<file path="src/rtl/nfc_pkg.sv">
// Shared types and constants for the NAND read-path error injector.
package nfc_pkg;
  typedef enum logic [1:0] {IDLE = 2'd0, ARM = 2'd1, STREAM = 2'd2, DONE = 2'd3} state_t;

  localparam logic [15:0] LFSR_TAPS      = 16'hB400;
  localparam int          PAGE_BEATS_DEF = 2112;
endpackage

</file>
<file path="src/rtl/nfc_lfsr.sv">
// Right-shifting Galois LFSR; picks one error position per segment.
module nfc_lfsr import nfc_pkg::*; #(
  parameter int LFSR_W = 16
) (
  input  logic              HCLK,
  input  logic              HRESETn,
  input  logic              load,
  input  logic [LFSR_W-1:0] seed,
  input  logic              step,
  output logic [LFSR_W-1:0] q
);
  localparam logic [LFSR_W-1:0] TAPS = LFSR_W'(LFSR_TAPS);

  // An all-zero state would lock up, so a zero seed is treated as one.
  always_ff @(posedge HCLK or negedge HRESETn) begin
    if (!HRESETn)  q <= LFSR_W'(1);
    else if (load) q <= (seed == '0) ? LFSR_W'(1) : seed;
    else if (step) q <= (q >> 1) ^ (q[0] ? TAPS : '0);
  end
endmodule

</file>
<file path="src/rtl/nand_err_inject.sv">
// Streams one NAND page through a single register stage, flipping one bit
// per 2^k-beat segment at an LFSR-chosen offset and bit.
module nand_err_inject import nfc_pkg::*; #(
  parameter int DATA_W       = 8,
  parameter int PAGE_BEATS   = PAGE_BEATS_DEF,
  parameter int SEG_LOG2_MAX = 11,
  parameter int LFSR_W       = 16
) (
  input  logic              HCLK,
  input  logic              HRESETn,
  input  logic              cfg_en,
  input  logic [3:0]        cfg_seg_log2,
  input  logic [LFSR_W-1:0] cfg_seed,
  input  logic              page_start,
  input  logic              s_valid,
  input  logic [DATA_W-1:0] s_data,
  output logic              s_ready,
  output logic              m_valid,
  output logic [DATA_W-1:0] m_data,
  input  logic              m_ready,
  output logic              page_done,
  output logic [15:0]       err_cnt
);
  localparam int BEAT_W = $clog2(PAGE_BEATS + 1);
  localparam int BIT_W  = $clog2(DATA_W);

  state_t            state;
  logic              cfg_en_q;
  logic [3:0]        seg_log2_q;
  logic [LFSR_W-1:0] seed_q;
  logic [BEAT_W-1:0] beat_cnt;
  logic [LFSR_W-1:0] lfsr, seg_mask, seg_idx, tgt_off;
  logic [BIT_W-1:0]  tgt_bit;
  logic [DATA_W-1:0] flip;
  logic              accept, hit, seg_end, last_beat, lfsr_load;

  assign s_ready   = (state == STREAM) && (!m_valid || m_ready);
  assign accept    = s_valid && s_ready;
  assign lfsr_load = (state == ARM);

  // Pages start at beat 0, so the in-segment index is just the low k bits.
  assign seg_mask  = (LFSR_W'(1) << seg_log2_q) - LFSR_W'(1);
  assign seg_idx   = LFSR_W'(beat_cnt) & seg_mask;
  assign tgt_off   = lfsr & seg_mask;
  assign tgt_bit   = BIT_W'(lfsr >> seg_log2_q);
  assign hit       = cfg_en_q && (seg_idx == tgt_off);
  assign flip      = hit ? (DATA_W'(1) << tgt_bit) : '0;
  assign seg_end   = accept && (seg_idx == seg_mask);
  assign last_beat = (beat_cnt == BEAT_W'(PAGE_BEATS - 1));

  nfc_lfsr #(.LFSR_W(LFSR_W)) u_lfsr (
    .HCLK    (HCLK),
    .HRESETn (HRESETn),
    .load    (lfsr_load),
    .seed    (seed_q),
    .step    (seg_end),
    .q       (lfsr)
  );

  always_ff @(posedge HCLK or negedge HRESETn) begin
    if (!HRESETn) begin
      state      <= IDLE;
      cfg_en_q   <= 1'b0;
      seg_log2_q <= '0;
      seed_q     <= '0;
      beat_cnt   <= '0;
      m_valid    <= 1'b0;
      m_data     <= '0;
      page_done  <= 1'b0;
      err_cnt    <= '0;
    end else begin
      page_done <= 1'b0;

      if (accept) begin
        m_valid <= 1'b1;
        m_data  <= s_data ^ flip;
      end else if (m_ready) begin
        m_valid <= 1'b0;
      end

      // page_start outside ARM restarts; the output register drains on its own.
      if (page_start && state != ARM) begin
        cfg_en_q   <= cfg_en;
        seg_log2_q <= (cfg_seg_log2 > 4'(SEG_LOG2_MAX)) ? 4'(SEG_LOG2_MAX) : cfg_seg_log2;
        seed_q     <= cfg_seed;
        state      <= ARM;
      end else begin
        case (state)
          ARM: begin
            beat_cnt <= '0;
            err_cnt  <= '0;
            state    <= STREAM;
          end
          STREAM: if (accept) begin
            beat_cnt <= beat_cnt + BEAT_W'(1);
            if (hit && err_cnt != 16'hFFFF) err_cnt <= err_cnt + 16'd1;
            if (last_beat) state <= DONE;
          end
          DONE: if (m_valid && m_ready) begin
            page_done <= 1'b1;
            state     <= IDLE;
          end
          default: ;
        endcase
      end
    end
  end
endmodule

</file>
<file path="config.mk">
export PLATFORM = sky130hd
export DESIGN_NAME = nand_err_inject
export DESIGN_NICKNAME = d
export VERILOG_FILES = /design/src/rtl/nfc_pkg.sv /design/src/rtl/nfc_lfsr.sv /design/src/rtl/nand_err_inject.sv
export SDC_FILE = /design/constraint.sdc
export NUM_CORES = 1
export LEC_CHECK = 0
export ABC_CLOCK_PERIOD_IN_PS = 2900
export CAP_MARGIN = 20
export CORE_MARGIN = 2
export CORE_UTILIZATION = 42
export DETAILED_ROUTE_END_ITERATION = 10
export PLACE_DENSITY = 0.64
export SLEW_MARGIN = 5
export SYNTH_ARGS = -nofsm -noshare
export SYNTH_HDL_FRONTEND = slang
export SYNTH_SLANG_ARGS = --single-unit
</file>
<file path="constraint.sdc">
create_clock -name HCLK -period 2.9 [get_ports HCLK]
set_input_delay 0.29 -clock HCLK [delete_from_list [all_inputs] [get_ports HCLK]]
set_output_delay 0.29 -clock HCLK [all_outputs]
set_load 0.005 [all_outputs]
</file>
Figure 1. Zoomed window.
Window x 71 to 96, y 71 to 96 um. Cells in grey, sequential cells in the stronger grey; small squares are vias.
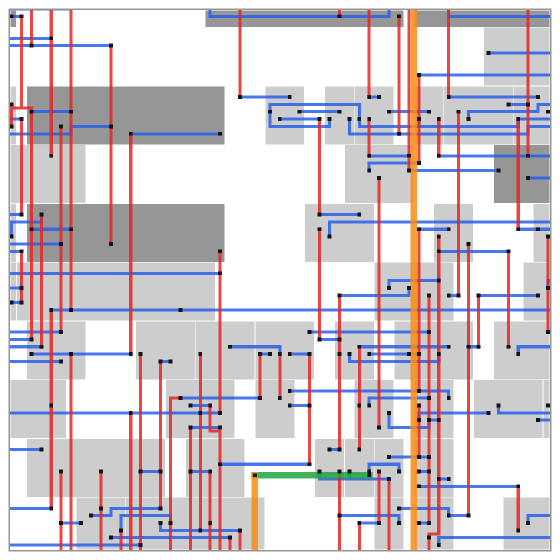
met1 -> blue
met2 -> red
met4 -> orange
met3 -> green
most frequent = xnor2_1 (7), nand2_1 (6), nor3_1 (6)
sequential cells in the window = 2
netlist names of flops here include = `beat_cnt` (2)
cells with their middle in the window = 38

Figure 2. Sequential cells grouped by signal name.
Drawn at 4 px/um.
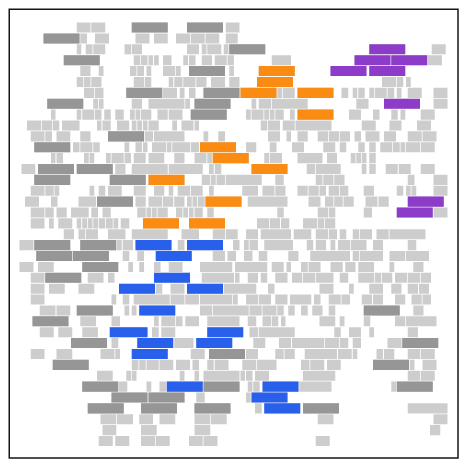
`beat_cnt` -> orange  # flops 12
`u_lfsr.q` -> blue  # flops 16
`m_data` -> purple  # flops 8, where north-east
Sequential Area: 1930 um2
Seq area share: 30.4%
Core Util, Final: 55.7%
Seq group: 1.84 mW

Figure 3. Met1 routing.
Drawn at 2 px/um.
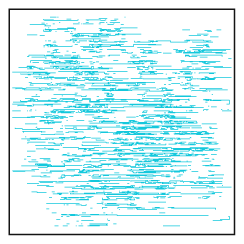
longest straight run = 45.5 um
main direction = horizontal
total number of vias: 4,115
WL final: 12.4 mm
Global Route met1 Usage: 29.2%

Figure 4. Track usage over the die.
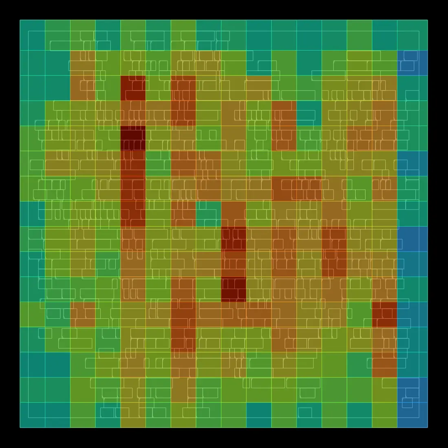
wire per inst: 16.7 um
met3 Usage GRT: 3.48%

[placed cells by master (no fill, tap or decap), types with 6 or more instances in the layout]
| cell | instances |
|---|---|
| a21o_1 | 7 |
| a21oi_1 | 19 |
| a31o_2 | 7 |
| buf_4 | 39 |
| clkbuf_16 | 10 |
| clkdlybuf4s50_1 | 59 |
| dfrtp_1 | 76 |
| inv_1 | 11 |
| mux2_2 | 18 |
| mux2i_1 | 20 |
| mux4_2 | 10 |
| nand2_1 | 61 |
| nand2b_1 | 7 |
| nand3_1 | 18 |
| nand3b_1 | 6 |
| nor2_1 | 27 |
| nor3_1 | 14 |
| nor4_1 | 6 |
| o21ai_0 | 17 |
| o21ai_1 | 22 |
| xnor2_1 | 24 |
| xor2_1 | 12 |
[cells by family after synthesis]
family	after synthesis	synth area share, %
XOR/XNOR	37	6.64
AND-OR/OR-AND	109	14.8
multiplexers	50	13.3
buffers and inverters	47	4.56
AND/OR/NAND/NOR	186	19.7
flip-flops	77	39.5
adder cells (fa/ha/maj)	6	1.54
[area by class of cell]
| class | count | area [um2] |
|---|---|---|
| Clock buffer | 10 | 239 |
| Clock inverter | 6 | 47.5 |
| Fill cell | 1037 | 5030 |
| Inverter | 13 | 48.8 |
| Multi-Input combinational cell | 388 | 2890 |
| Sequential cell | 77 | 1930 |
| Tap cell | 143 | 179 |
| Timing Repair Buffer | 105 | 1000 |
[layer usage]
metal / wire [um] / GRT usage [%] / up-vias
li1: - / - / 2009
met1: 6020 / 29.2 / 1999
met2: 5790 / 32.3 / 91
met3: 404 / 3.48 / 16
met4: 183 / 5.68 / 0
met5: 0 / 0 / -
[worst paths after layout]
| kind | from | to | slack (ns) |
|---|---|---|---|
| hold reg to reg | m_data[7]$_DFFE_PN0P_ | m_data[7]$_DFFE_PN0P_ | 0.49 |
| setup reg to reg | seg_log2_q[2]$_DFFE_PN0P_ | u_lfsr.q[6]$_DFFE_PN0P_ | 0.02 |
| hold / removal | HRESETn | seg_log2_q[0]$_DFFE_PN0P_ | 0.35 |
| min in group HCLK | m_data[7]$_DFFE_PN0P_ | m_data[7]$_DFFE_PN0P_ | 0.49 |
| max in group asynchronous | HRESETn | u_lfsr.q[0]$_DFFE_PN1P_ | 1.93 |
| setup / recovery | seg_log2_q[2]$_DFFE_PN0P_ | u_lfsr.q[6]$_DFFE_PN0P_ | 0.02 |
[report_power, final]
| group | switching, mW | internal, mW | leakage, nW |
|---|---|---|---|
| clock network | 0.470 | 0.609 | 0.139 |
| registers | 0.417 | 1.42 | 0.984 |
| logic | 1.79 | 1.59 | 1.48 |
| total | 2.68 | 3.62 | 2.60 |
[registers in the layout, indices dropped and copies added (netlist names)]
name        flops
err_cnt        16
seed_q         16
u_lfsr.q       16
beat_cnt       12
m_data          8
seg_log2_q      4
state           2
cfg_en_q        1
m_valid         1
page_done       1
[timing repair]
item                                    CTS  global route
pin swaps                                 6             7
setup buffers                             5             1
gates cloned                              0             1
hold buffers                              0             1
endpoints found under the hold margin     0            12
endpoints found under the setup margin   40            37
resized                                   9            24
==> summary.txt <==
clk latency late pin: 0.34 ns
Layout Cells excl Fill: 742
Yosys top cell area share: 38.9%
WP data arrival: 3.09 ns
status: complete, no violations
placer congestion estimate: 0.887
drt pass-1 iters: 4
ratio of cells with drive above 1 in the final layout: 21.9%
core area: 11,400 um2
post-route ant nets: 0
number of I/O pins: 61
Cells after Synth: 512
Mapped Area: 4880 um2
Power per Cell Area: 994 nW/um2
RSZ-0062 raised after global routing: yes
Via density: 5.55
synthesis-stage register bit count: 77
Setup TNS Final: 0 ns
gr usage total: 20.5%
Synth top cells by count: dfrtp_1 (76), nand2_1 (63), nor2_1 (29)
VDD IR-drop max: 0.723 mV
post-route setup slack: 0.0179 ns
CTS tree: yes
cell type with the largest total area: dfrtp_1
fp util: 43.0%
worst endpoint required time: 3.10 ns
post-place setup slack: -0.188 ns
# rows: 39
Worst Hold Class: in2async
final hold slack: 0.350 ns
n_diodes: 0
Buffers & Inverters on Critical Path: 1
Num CTS Buffers: 9
Power figures rest on the tool's default switching activity, not on a simulated workload.
